[config.mk]
export PLATFORM = sky130hd
export DESIGN_NAME = cnt_arbiter
export DESIGN_NICKNAME = d
export VERILOG_FILES = /design/src/rtl/cnt_arbiter.sv
export SDC_FILE = /design/constraint.sdc
export NUM_CORES = 1
export LEC_CHECK = 0
export ABC_AREA = 1
export CAP_MARGIN = 20
export CORE_UTILIZATION = 44
export CTS_CLUSTER_SIZE = 16
export DETAILED_ROUTE_END_ITERATION = 16
export HOLD_SLACK_MARGIN = 0.06
export PLACE_DENSITY = 0.78
export SYNTH_ARGS = -nofsm -noshare
export SYNTH_HDL_FRONTEND = slang
export SYNTH_SLANG_ARGS = --single-unit
[constraint.sdc]
create_clock -name clk -period 1.9 [get_ports clk]
set_input_delay 0.19 -clock clk [delete_from_list [all_inputs] [get_ports clk]]
set_output_delay 0.19 -clock clk [all_outputs]
set_load 0.02 [all_outputs]
[src/rtl/cnt_arbiter.sv]
// Two-requester arbiter for one shared upcnt; round-robin, or req0-wins-ties when CNT_ARB_FIXED_PRI_EN is defined.
// Moore FSM IDLE->CLEAR->RUN->DONE, done rises target+1 edges after CLEAR; owner dropping req aborts, others wait in IDLE.
module cnt_arbiter #(
    parameter int WIDTH = 4
) (
    input  logic             clk,
    input  logic             a_reset,
    input  logic             req0,
    input  logic             req1,
    input  logic [WIDTH-1:0] len0,
    input  logic [WIDTH-1:0] len1,
    output logic             gnt0,
    output logic             gnt1,
    output logic             done0,
    output logic             done1,
    output logic             busy,
    output logic             cnt_start,
    output logic             cnt_s_reset,
    input  logic [WIDTH-1:0] count
);
    localparam logic [1:0] ST_IDLE  = 2'd0;
    localparam logic [1:0] ST_CLEAR = 2'd1;
    localparam logic [1:0] ST_RUN   = 2'd2;
    localparam logic [1:0] ST_DONE  = 2'd3;

    logic [1:0]       state;
    logic [1:0]       state_nxt;
    logic             owner;
    logic             pick;
    logic             owner_req;
    logic             abort;
    logic [WIDTH-1:0] target;
    logic [WIDTH-1:0] target_m1;

`ifdef CNT_ARB_FIXED_PRI_EN
    assign pick = ~req0;
`else
    logic rr_ptr;
    assign pick = (req0 && req1) ? rr_ptr : req1;
`endif

    assign owner_req = owner ? req1 : req0;
    assign abort     = ((state == ST_CLEAR) || (state == ST_RUN)) && !owner_req;
    assign target_m1 = target - WIDTH'(1);

    always_comb begin
        state_nxt = state;
        case (state)
            ST_IDLE:  if (req0 || req1) state_nxt = ST_CLEAR;
            ST_CLEAR: begin
                if (abort)               state_nxt = ST_IDLE;
                else if (target == '0)   state_nxt = ST_DONE;
                else                     state_nxt = ST_RUN;
            end
            // count reaches target on the same edge that leaves RUN
            ST_RUN: begin
                if (abort)                    state_nxt = ST_IDLE;
                else if (count == target_m1)  state_nxt = ST_DONE;
            end
            default:  state_nxt = ST_IDLE;
        endcase
    end

    always_ff @(posedge clk or negedge a_reset) begin
        if (!a_reset) begin
            state  <= ST_IDLE;
            owner  <= 1'b0;
            target <= '0;
        end else begin
            state <= state_nxt;
            if ((state == ST_IDLE) && (req0 || req1)) begin
                owner  <= pick;
                target <= pick ? len1 : len0;
            end
        end
    end

`ifndef CNT_ARB_FIXED_PRI_EN
    // Both completion and abort hand the tie-break to the other requester.
    always_ff @(posedge clk or negedge a_reset) begin
        if (!a_reset) begin
            rr_ptr <= 1'b0;
        end else if ((state == ST_DONE) || abort) begin
            rr_ptr <= ~owner;
        end
    end
`endif

    assign busy        = (state != ST_IDLE);
    assign gnt0        = busy && !owner;
    assign gnt1        = busy && owner;
    assign done0       = (state == ST_DONE) && !owner;
    assign done1       = (state == ST_DONE) && owner;
    assign cnt_start   = (state == ST_RUN);
    assign cnt_s_reset = (state != ST_CLEAR);

endmodule
Fig. 1: run 1, gate families picked out
Drawn at 12 px/micron.
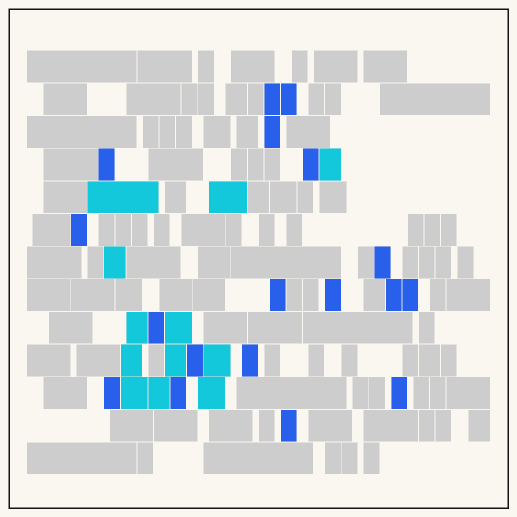
Key: aoi and oai cells = cyan [cells 12]; nor cells = blue [cells 18]

Fig. 2: run 1, cell area per tile
Drawn at 6 px/micron. The die is cut into 8 by 8 equal tiles; dark purple is low, yellow is high, 0 to 100% covered.
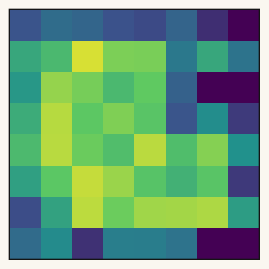
The emptiest ninth of the die: top right. The fullest tile reaches 94%. 30% of the tiles are over 75% full.
Starting Density: 50.09%
Placeable Area: 1366 sq um
Final Core Density: 69.51%

Fig. 3: run 1, clock routing
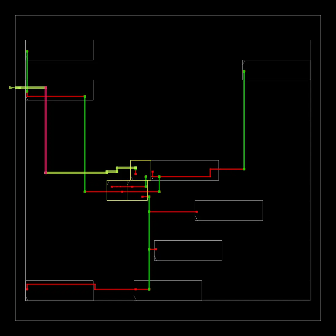
Worst Skew: 6.061 ps
Flop Count: 8
TritonCTS Buffers: 3
Clk power: 0.133 mW

==> out/metrics.cfg, run 1 <==
[yosys]
simple_gate_share_pct=36.56
synthArstFlopShare_pct=100.0
synth-area-yosys_sq_um=684.4
syn_area_sq_um=684.4
ys_sh_adder_pct=10.97
ys_top_cells_by_area=dfrtp_1, nand2_1, ha_1, nor2_1, inv_1
top_cell=nand2_1
yosysTopAreaCell=dfrtp_1
ys_cells=107
yosysSeqAreaShare_pct=29.25
edf_count=0
ys_sh_mux_pct=0
top_logic_kind=simple AND/OR/NAND/NOR gates
ys.flops=8
yosysWarnings=0
syn-num-nets=129
synthDistinctLibCells=15
ys_sh_aoi_pct=11.70
flop_cell=dfrtp_1
ys_top_cells_by_count=nand2_1, nor2_1, inv_1
synth_cells=107
avgSynthCellArea_sq_um=6.396
xor_area_share_pct=0
synth_top_area_share_pct=29.25

[route]
vias_per_cell=4.694
wl_per_cell_microns=10.31
drt_iter0_drc=5
first_pass_iters=6
finalWirelength_mm=1.515
ant_nets=0
drc=0
vias=690

[sta]
slew_violations=0
final-hold-violation-count=0
tightest_slew_ps=399.7
finalClockPeriodUsage_pct=94.10
min_period_ps=1788
setup_viol=0
fin_setup_tns_ps=0
fmax_mhz=559.3
rsz0062_at_grt=false
slew_headroom_pct=73.27
fin_ws_ps=112.1

[setup_path]
crit_chain=ha_1, inv_1, nor2_1, clkdlybuf4s50_1
path_buffers=2
worstPathRequired_ps=1710
worstPathArrival_ps=1600
crit_path_top_delay_cell=clkdlybuf4s50_1
max_stage_delay_ps=620
crit_family=buffers and inverters
start_kind=flip-flop
timing_worst_setup_path_type=reg -> out
crit_path_end_kind=output pin
crit_fanout=4

[final_layout]
n_fill_cell=129
lay_top_cells=nand2_1, clkdlybuf4s50_1, nor2_1
final_layout_size_suffix_gt1_share_pct=10.61
antenna_cells=0
instances_no_fill=147
num-nets-final=156
synthToLayoutAreaGrowth_pct=38.76
fin_area_sq_um=949.7
lay_top_count=nand2_1

[floorplan]
io_pins=23
fp.dieH_microns=41.44
die_width_microns=41.44
rows=13
die-area_sq_um=1717

[global_routing]
antenna_found_initial=0
grt.total_usage_pct=19.66
grt_pass1_vias=613
grt_max_degree=10
grt.overflow.total=0
grt_pass1_wl_mm=2.670

[clock_tree]
path_clk_slew_ps=60
cts-root-buf=clkbuf_4
ctsResizeCount=1
cts_buffer_depth=2
postCtsSetupBuffers=0
numClockSinks=8
cts_tree=built
postCtsHoldBufs=0
clkLatencyLatePin_ps=250
ctsHtreeMaxLevel=1

[placed_design]
place.gp.congestion=0.8428
pre_cts_slack_ps=231.3
dpl-instance-area_sq_um=923.4
dp_hpwl_mm=1.258
placed_cells=144
port_buffers=22

[run_status]
outcome=finished, final reports clean

[flow_run]
warnings=30
cap_viol_max_count=0

[pwr]
cellPowerDensity_nw_per_um2=1484
p_leak_nw=0.5298
peakVddDrop_uv=1005

[hold_path]
hold_path_class=in -> async

-- run 1: layer usage --
| metal | GRT usage, % | routed length [microns] | vias to the layer above |
|---|---|---|---|
| li1 | - | - | 380 |
| met1 | 29.54 | 786 | 288 |
| met2 | 29.06 | 656 | 20 |
| met3 | 3.913 | 60 | 2 |
| met4 | 3.871 | 11 | 0 |
| met5 | 0 | 0 | - |
-- run 1: area by class of cell --
type                       instances  area, sq um  area share, %
multi-input combinational         78        405.4          42.69
timing repair buffer              22        224.0          23.58
sequential                         8        200.2          21.08
inverter                          21        78.83          8.300
clock buffer                       3        22.52          2.372
tap                               15        18.77          1.976
-- run 1: stage by stage --
| step | hold slack, ps | power [mW] |
|---|---|---|
| after floorplan | -105.6 | 0.9972 |
| after global placement | 512.8 | 1.282 |
| after detailed placement | 518.6 | 1.296 |
| after CTS | 246.7 | 1.430 |
| after global routing | 265.8 | 1.569 |
| final | 230.0 | 1.410 |
-- run 1: where the power goes --
group,switching [mW],internal (mW),total (mW)
clock,0.0609,0.0725,0.133
combinational,0.556,0.384,0.940
sequential,0.0784,0.258,0.336
total,0.695,0.714,1.41
-- run 1: worst paths after layout --
check	startpoint	endpoint	slack, ps	depth (start not counted)
setup / recovery	state[0]$_DFFE_PN0P_	done0	110	4
hold / removal	a_reset	state[1]$_DFFE_PN0P_	230	1
setup reg to reg	target[1]$_DFFE_PN0P_	state[0]$_DFFE_PN0P_	340	12
hold reg to reg	state[1]$_DFFE_PN0P_	state[1]$_DFFE_PN0P_	530	2
max in group asynchronous	a_reset	target[0]$_DFFE_PN0P_	1380	1
min in group clk	state[1]$_DFFE_PN0P_	state[1]$_DFFE_PN0P_	530	2
-- run 1: registers in the layout, indices dropped and copies added (netlist names) --
register / cells
rr_ptr: 1
target: 4
state: 2
owner: 1
## Run 2: what changed since run 1
--- a/config.mk
+++ b/config.mk
@@ -11,6 +11,7 @@
 export CTS_CLUSTER_SIZE = 16
 export DETAILED_ROUTE_END_ITERATION = 16
 export HOLD_SLACK_MARGIN = 0.06
+export MAX_ROUTING_LAYER = met4
 export PLACE_DENSITY = 0.78
 export SYNTH_ARGS = -nofsm -noshare
 export SYNTH_HDL_FRONTEND = slang
==> constraint.sdc (replaced) <==
create_clock -name clk -period 2 [get_ports clk]
set_input_delay 0.2 -clock clk [delete_from_list [all_inputs] [get_ports clk]]
set_output_delay 0.2 -clock clk [all_outputs]
set_load 0.02 [all_outputs]
Fig. 4: run 2, nets reached from selected ports
Drawn at 10 px/micron.
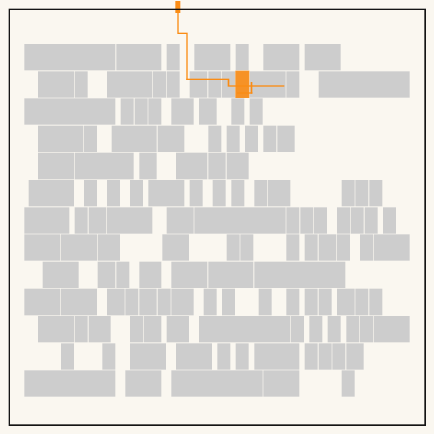
Key: `done0` = orange [bits 1, direction output, edge top, end cells 1, buffers 1, wire 20.3 microns]
Port Buffers: 22
I/O Pins: 23

Fig. 5: run 2, cell area per tile
Drawn at 6 px/micron. The die is cut into 8 by 8 equal tiles; dark purple is low, yellow is high, 0 to 100% covered.
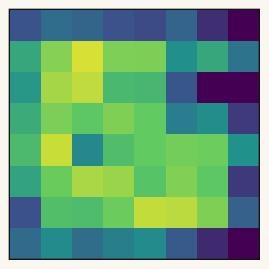
The emptiest ninth of the die: top right. 6.2% of the tiles are nearly empty. The mean over all tiles is 54%. 33% of the tiles are over 75% full.

==> out/metrics.cfg, run 2 <==
[clock_tree]
numCtsBuffers=3
postCtsHoldBufs=0
cts-root-buf=clkbuf_4
path_clk_slew_ps=60
ctsHtreeMaxLevel=1
cts_buffer_depth=2
clkLatencyLatePin_ps=250
cts_tree=built
numClockSinks=8

[yosys]
synth-area-yosys_sq_um=684.4
yosysSeqAreaShare_pct=29.25
yosysWarnings=0
syn_area_sq_um=684.4
ys.flops=8
avgSynthCellArea_sq_um=6.396
synth_cells=107
yosysTopAreaCell=dfrtp_1
synth_top_area_share_pct=29.25
ys_top_cells_by_area=dfrtp_1, nand2_1, ha_1, nor2_1, inv_1
ys_top_cells_by_count=nand2_1, nor2_1, inv_1
syn-num-nets=129
top_cell=nand2_1
synthDistinctLibCells=15
synthArstFlopShare_pct=100.0
ys_cells=107
flop_cell=dfrtp_1
edf_count=0

[global_routing]
grt_pass1_wl_mm=2.760
grt_pass1_vias=628
grt.overflow.total=0
grt_max_degree=10
antenna_found_initial=0
grt.total_usage_pct=20.95

[final_layout]
synthToLayoutAreaGrowth_pct=39.31
combGateArea_sq_um=405.4
largest_reg_flops=4
num-nets-final=156
antenna_cells=0
final_util_pct=69.78
lay_top_count=nand2_1
instances_no_fill=147
fin_area_sq_um=953.4
reg_top3=target (4), state (2)
lay_top_cells=nand2_1, clkdlybuf4s50_1, nor2_1
final_layout_size_suffix_gt1_share_pct=10.61
regArea_sq_um=200.2
largest-register=target
n_fill_cell=117

[sta]
fmax_mhz=554.9
fin_skew_ps=6.967
slew_violations=0
slew_headroom_pct=73.24
fin_setup_tns_ps=0
setup_viol=0
tightest_slew_ps=400.1
min_period_ps=1802
final-hold-violation-count=0
finalClockPeriodUsage_pct=90.11
fin_ws_ps=197.8
rsz0062_at_grt=false

[setup_path]
crit_fanout=4
timing_worst_setup_path_type=reg -> out
worstPathArrival_ps=1600
crit_family=buffers and inverters
worstPathRequired_ps=1800
crit_path_top_delay_cell=clkdlybuf4s50_1
crit_chain=inv_1, ha_1, clkdlybuf4s50_1
start_kind=flip-flop
crit_path_end_kind=output pin
max_stage_delay_ps=620
path_buffers=2

[route]
vias_per_cell=4.776
ant_nets=0
first_pass_iters=5
vias=702
drc=0
drt_iter0_drc=10
wl_per_cell_microns=10.76
finalWirelength_mm=1.581

[flow_run]
cap_viol_max_count=0
warnings=30

[floorplan]
die_width_microns=41.44
die-area_sq_um=1717
core_util_floorplan_pct=50.09
fp.dieH_microns=41.44
core_area_sq_um=1366
rows=13

[pwr]
p_int_mw=0.6856
netSwitchingFraction_pct=49.61
power_leader=combinational logic
p_switching_mw=0.6749
combPwrFrac_pct=67.1
clkPwrFrac_pct=9.4
cellPowerDensity_nw_per_um2=1427
combinationalPower_mw=0.913
pg_clk_mw=0.128
p_leak_nw=0.5368
seq_power_share_pct=23.5
peakVddDrop_uv=914.0
seq-power_mw=0.320

[placed_design]
dpl-instance-area_sq_um=923.4
placed_cells=144
dp_hpwl_mm=1.248
pre_cts_slack_ps=323.6
place.gp.congestion=0.8557

[hold_path]
hold_path_class=in -> async

[run_status]
outcome=finished, final reports clean

[run 2: final timing paths]
path / to / start / cells past startpoint / slack, ps
hold / removal: state[1]$_DFFE_PN0P_ / a_reset / 1 / 240
hold reg to reg: state[1]$_DFFE_PN0P_ / state[1]$_DFFE_PN0P_ / 2 / 530
setup reg to reg: state[0]$_DFFE_PN0P_ / target[0]$_DFFE_PN0P_ / 12 / 440
setup / recovery: cnt_start / state[0]$_DFFE_PN0P_ / 3 / 200
min in group clk: state[1]$_DFFE_PN0P_ / state[1]$_DFFE_PN0P_ / 2 / 530
max in group asynchronous: target[0]$_DFFE_PN0P_ / a_reset / 1 / 1470
[run 2: area by class of cell]
class                      count  share of cell area [%]
clock buffer                   3                   2.362
inverter                      21                   8.268
multi-input combinational     78                   42.52
sequential                     8                   21.00
tap                           15                   1.969
timing repair buffer          22                   23.88
[run 2: cells by family (layout without fill, tap and decap cells)]
kind of cell,count (synthesis),in the layout,share of synthesized area (%)
AND/OR/NAND/NOR,60,60,36.56
buffers and inverters,21,46,11.52
AND-OR/OR-AND,12,12,11.70
flip-flops,8,8,29.25
adder cells (fa/ha/maj),6,6,10.97
[run 2: through the flow]
step,power [mW],hold WS [ps]
2_1_floorplan,0.9474,-95.59
6_report,1.361,235.9
3_5_place_dp,1.231,518.6
4_1_cts,1.367,257.8
5_1_grt,1.508,279.2
3_3_place_gp,1.218,516.8
[run 2: routing by layer]
layer / vias to the layer above / share of wire, % / global-route usage [%]
li1: 382 / - / -
met4: 0 / 0.63 / 7.742
met1: 298 / 53 / 32.25
met2: 20 / 42 / 27.50
met3: 2 / 4.2 / 2.609
met5: - / 0 / -
[run 2: what timing repair did]
action / 4_1_cts / 5_1_grt
resized: 0 / 3
setup buffers: 0 / 0
setup endpoints to repair: 0 / 3
## Run 3: what changed since run 2
--- a/config.mk
+++ b/config.mk
@@ -7,12 +7,14 @@
 export LEC_CHECK = 0
 export ABC_AREA = 1
 export CAP_MARGIN = 20
-export CORE_UTILIZATION = 44
+export CELL_PAD_IN_SITES_DETAIL_PLACEMENT = 1
+export CELL_PAD_IN_SITES_GLOBAL_PLACEMENT = 1
+export CORE_UTILIZATION = 30
 export CTS_CLUSTER_SIZE = 16
 export DETAILED_ROUTE_END_ITERATION = 16
 export HOLD_SLACK_MARGIN = 0.06
 export MAX_ROUTING_LAYER = met4
-export PLACE_DENSITY = 0.78
+export PLACE_DENSITY_LB_ADDON = 0.1
 export SYNTH_ARGS = -nofsm -noshare
 export SYNTH_HDL_FRONTEND = slang
 export SYNTH_SLANG_ARGS = --single-unit
Fig. 6: run 3, cell area per tile
Drawn at 6 px/micron. The die is cut into 10 by 10 equal tiles; dark purple is low, yellow is high, 0 to 100% covered.
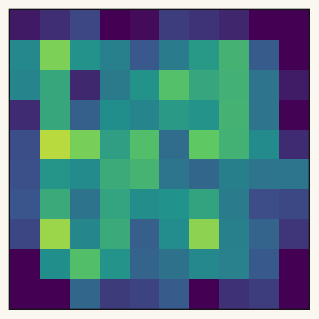
The mean over all tiles is 38%. 11% of the tiles are nearly empty. The fullest tile reaches 89%.
Final Core Density: 46.78%
Placeable Area: 2062 sq um
Starting Density: 33.19%

Fig. 7: run 3, gate families picked out
Drawn at 10 px/micron.
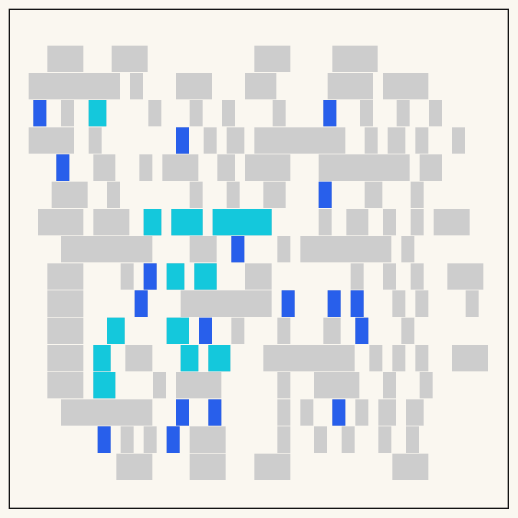
Key: aoi and oai cells = cyan [cells 12]; nor cells = blue [cells 18]
fin cells: 159
fraction of area in multi-input gates: 42.02%
most numerous logic cell after layout: nand2_1

==> out/metrics.cfg, run 3 <==
[run_status]
outcome=finished, final reports clean

[route]
met1Wirelength_microns=957
finalWirelength_mm=1.832
vias=714
drt_iter0_drc=6
first_pass_iters=4
vias_per_cell=4.491
wl_per_cell_microns=11.52
top_layer_used=met4
wl_met2_microns=795
dr_wl_met3_microns=64
drc=0
ant_nets=0

[yosys]
synth_top_area_share_pct=29.25
yosysWarnings=0
synthArstFlopShare_pct=100.0
yosysTopAreaCell=dfrtp_1
yosysSeqAreaShare_pct=29.25
avgSynthCellArea_sq_um=6.396
flop_cell=dfrtp_1
syn-num-nets=129
ys.flops=8
ys_cells=107
edf_count=0
synth-area-yosys_sq_um=684.4
ys_top_cells_by_area=dfrtp_1, nand2_1, ha_1, nor2_1, inv_1
top_cell=nand2_1
synth_cells=107
syn_area_sq_um=684.4
ys_top_cells_by_count=nand2_1, nor2_1, inv_1
synthDistinctLibCells=15

[setup_path]
timing_worst_setup_path_type=reg -> out
r2r_slack_ps=420
timing.rr.start=target[0]$_DFFE_PN0P_
reg2reg_depth=12
crit_path_end_kind=output pin
crit_family=buffers and inverters
worst_r2r_endpoint=state[1]$_DFFE_PN0P_
worstPathArrival_ps=1640
max_stage_delay_ps=610
worstPathRequired_ps=1800
start_kind=flip-flop
setup.worst_path.start=state[1]$_DFFE_PN0P_
crit_fanout=4
crit_path_top_delay_cell=clkdlybuf4s50_1
path_buffers=2
crit_chain=ha_1, inv_1, nor2_1, clkdlybuf4s50_1

[clock_tree]
postCtsHoldBufs=0
numCtsBuffers=3
clkLatencyLatePin_ps=250
ctsHtreeMaxLevel=1
cts_tree=built
path_clk_slew_ps=60
cts_buffer_depth=2
cts-root-buf=clkbuf_4
numClockSinks=8

[sta]
slew_headroom_pct=72.63
fin_setup_tns_ps=0
rsz0062_at_grt=false
tightest_slew_ps=409.3
min_period_ps=1836
finalClockPeriodUsage_pct=91.80
setup_viol=0
fin_skew_ps=1.160
final-hold-violation-count=0
fmax_mhz=544.7
slew_violations=0

[global_routing]
grt_pass1_vias=715
gr-usage-met3_pct=3.704
antenna_found_initial=0
grt_max_degree=10
grt_pass1_wl_mm=3.249
grt.overflow.total=0
globalRouteMet1Util_pct=23.40
grt.busiest_layer=met2
grt.total_usage_pct=17.64
use_met2_pct=27.25

[final_layout]
num-nets-final=156
final_layout_size_suffix_gt1_share_pct=10.61
largest-register=target
synthToLayoutAreaGrowth_pct=40.95
antenna_cells=0
largest_reg_flops=4
lay_top_cells=nand2_1, clkdlybuf4s50_1, nor2_1
reg_top3=target (4), state (2)

[pwr]
report.power.total_mw=1.360
p_leak_nw=0.5298
peakVddDrop_uv=573.4
cellPowerDensity_nw_per_um2=1410

[floorplan]
die-area_sq_um=2477
die_width_microns=49.77
io_pins=23
rows=16
fp.dieH_microns=49.77

[placed_design]
place.gp.congestion=0.8009
dp_hpwl_mm=1.514
port_buffers=22

[flow_run]
warnings=30
cap_viol_max_count=0

[hold_path]
hold_path_class=in -> async

run 3: cell families (layout without fill, tap and decap cells):
logic type	Yosys count	count (layout)	share of synthesized area (%)
simple gates	60	60	36.56
fa+ha+maj	6	6	10.97
buf+inv	21	46	11.52
flops	8	8	29.25
compound gates	12	12	11.70
run 3: what timing repair did:
action	in CTS	in global routing
gates resized	1	2
setup endpoints to repair	1	2
pin swaps	0	0
buffers inserted	0	0
run 3: how the worst max path moves through the flow:
stage | end | slack, ps | depth (start not counted)
2_1_floorplan | state[0]$_DFFE_PN0P_ | 620 | 12
3_3_place_gp | busy | 340 | 4
3_5_place_dp | busy | 270 | 4
4_1_cts | gnt1 | 40 | 4
5_1_grt | done0 | 70 | 4
6_report | done0 | 160 | 4
run 3: layout make-up:
type | count | area, sq um
inverter | 21 | 78.83
timing repair buffer | 22 | 224.0
sequential | 8 | 200.2
tap | 27 | 33.78
fill | 293 | 1097
clock buffer | 3 | 22.52
multi-input combinational | 78 | 405.4
run 3: per-stage QoR:
stage | utilization (%) | instance area (sq um) | hold slack [ps] | setup slack [ps] | instances
5_1_grt | 46.78 | 964.7 | 262.6 | 67.17 | 159
3_3_place_gp | 45.51 | 938.4 | 515.2 | 339.7 | 156
2_1_floorplan | - | 684.4 | -95.59 | 624.5 | 107
3_5_place_dp | 45.51 | 938.4 | 530.4 | 272.6 | 156
4_1_cts | 46.54 | 959.7 | 251.1 | 36.89 | 159
6_report | 46.78 | 964.7 | 240.4 | 164.0 | 159
run 3: power breakdown:
part | switching, mW | total [mW] | internal [mW]
Clock | 0.0606 | 0.130 | 0.0691
Sequential | 0.0724 | 0.317 | 0.245
Combinational | 0.547 | 0.913 | 0.366
Total | 0.680 | 1.36 | 0.680
Power is estimated from default activity; no workload was simulated.
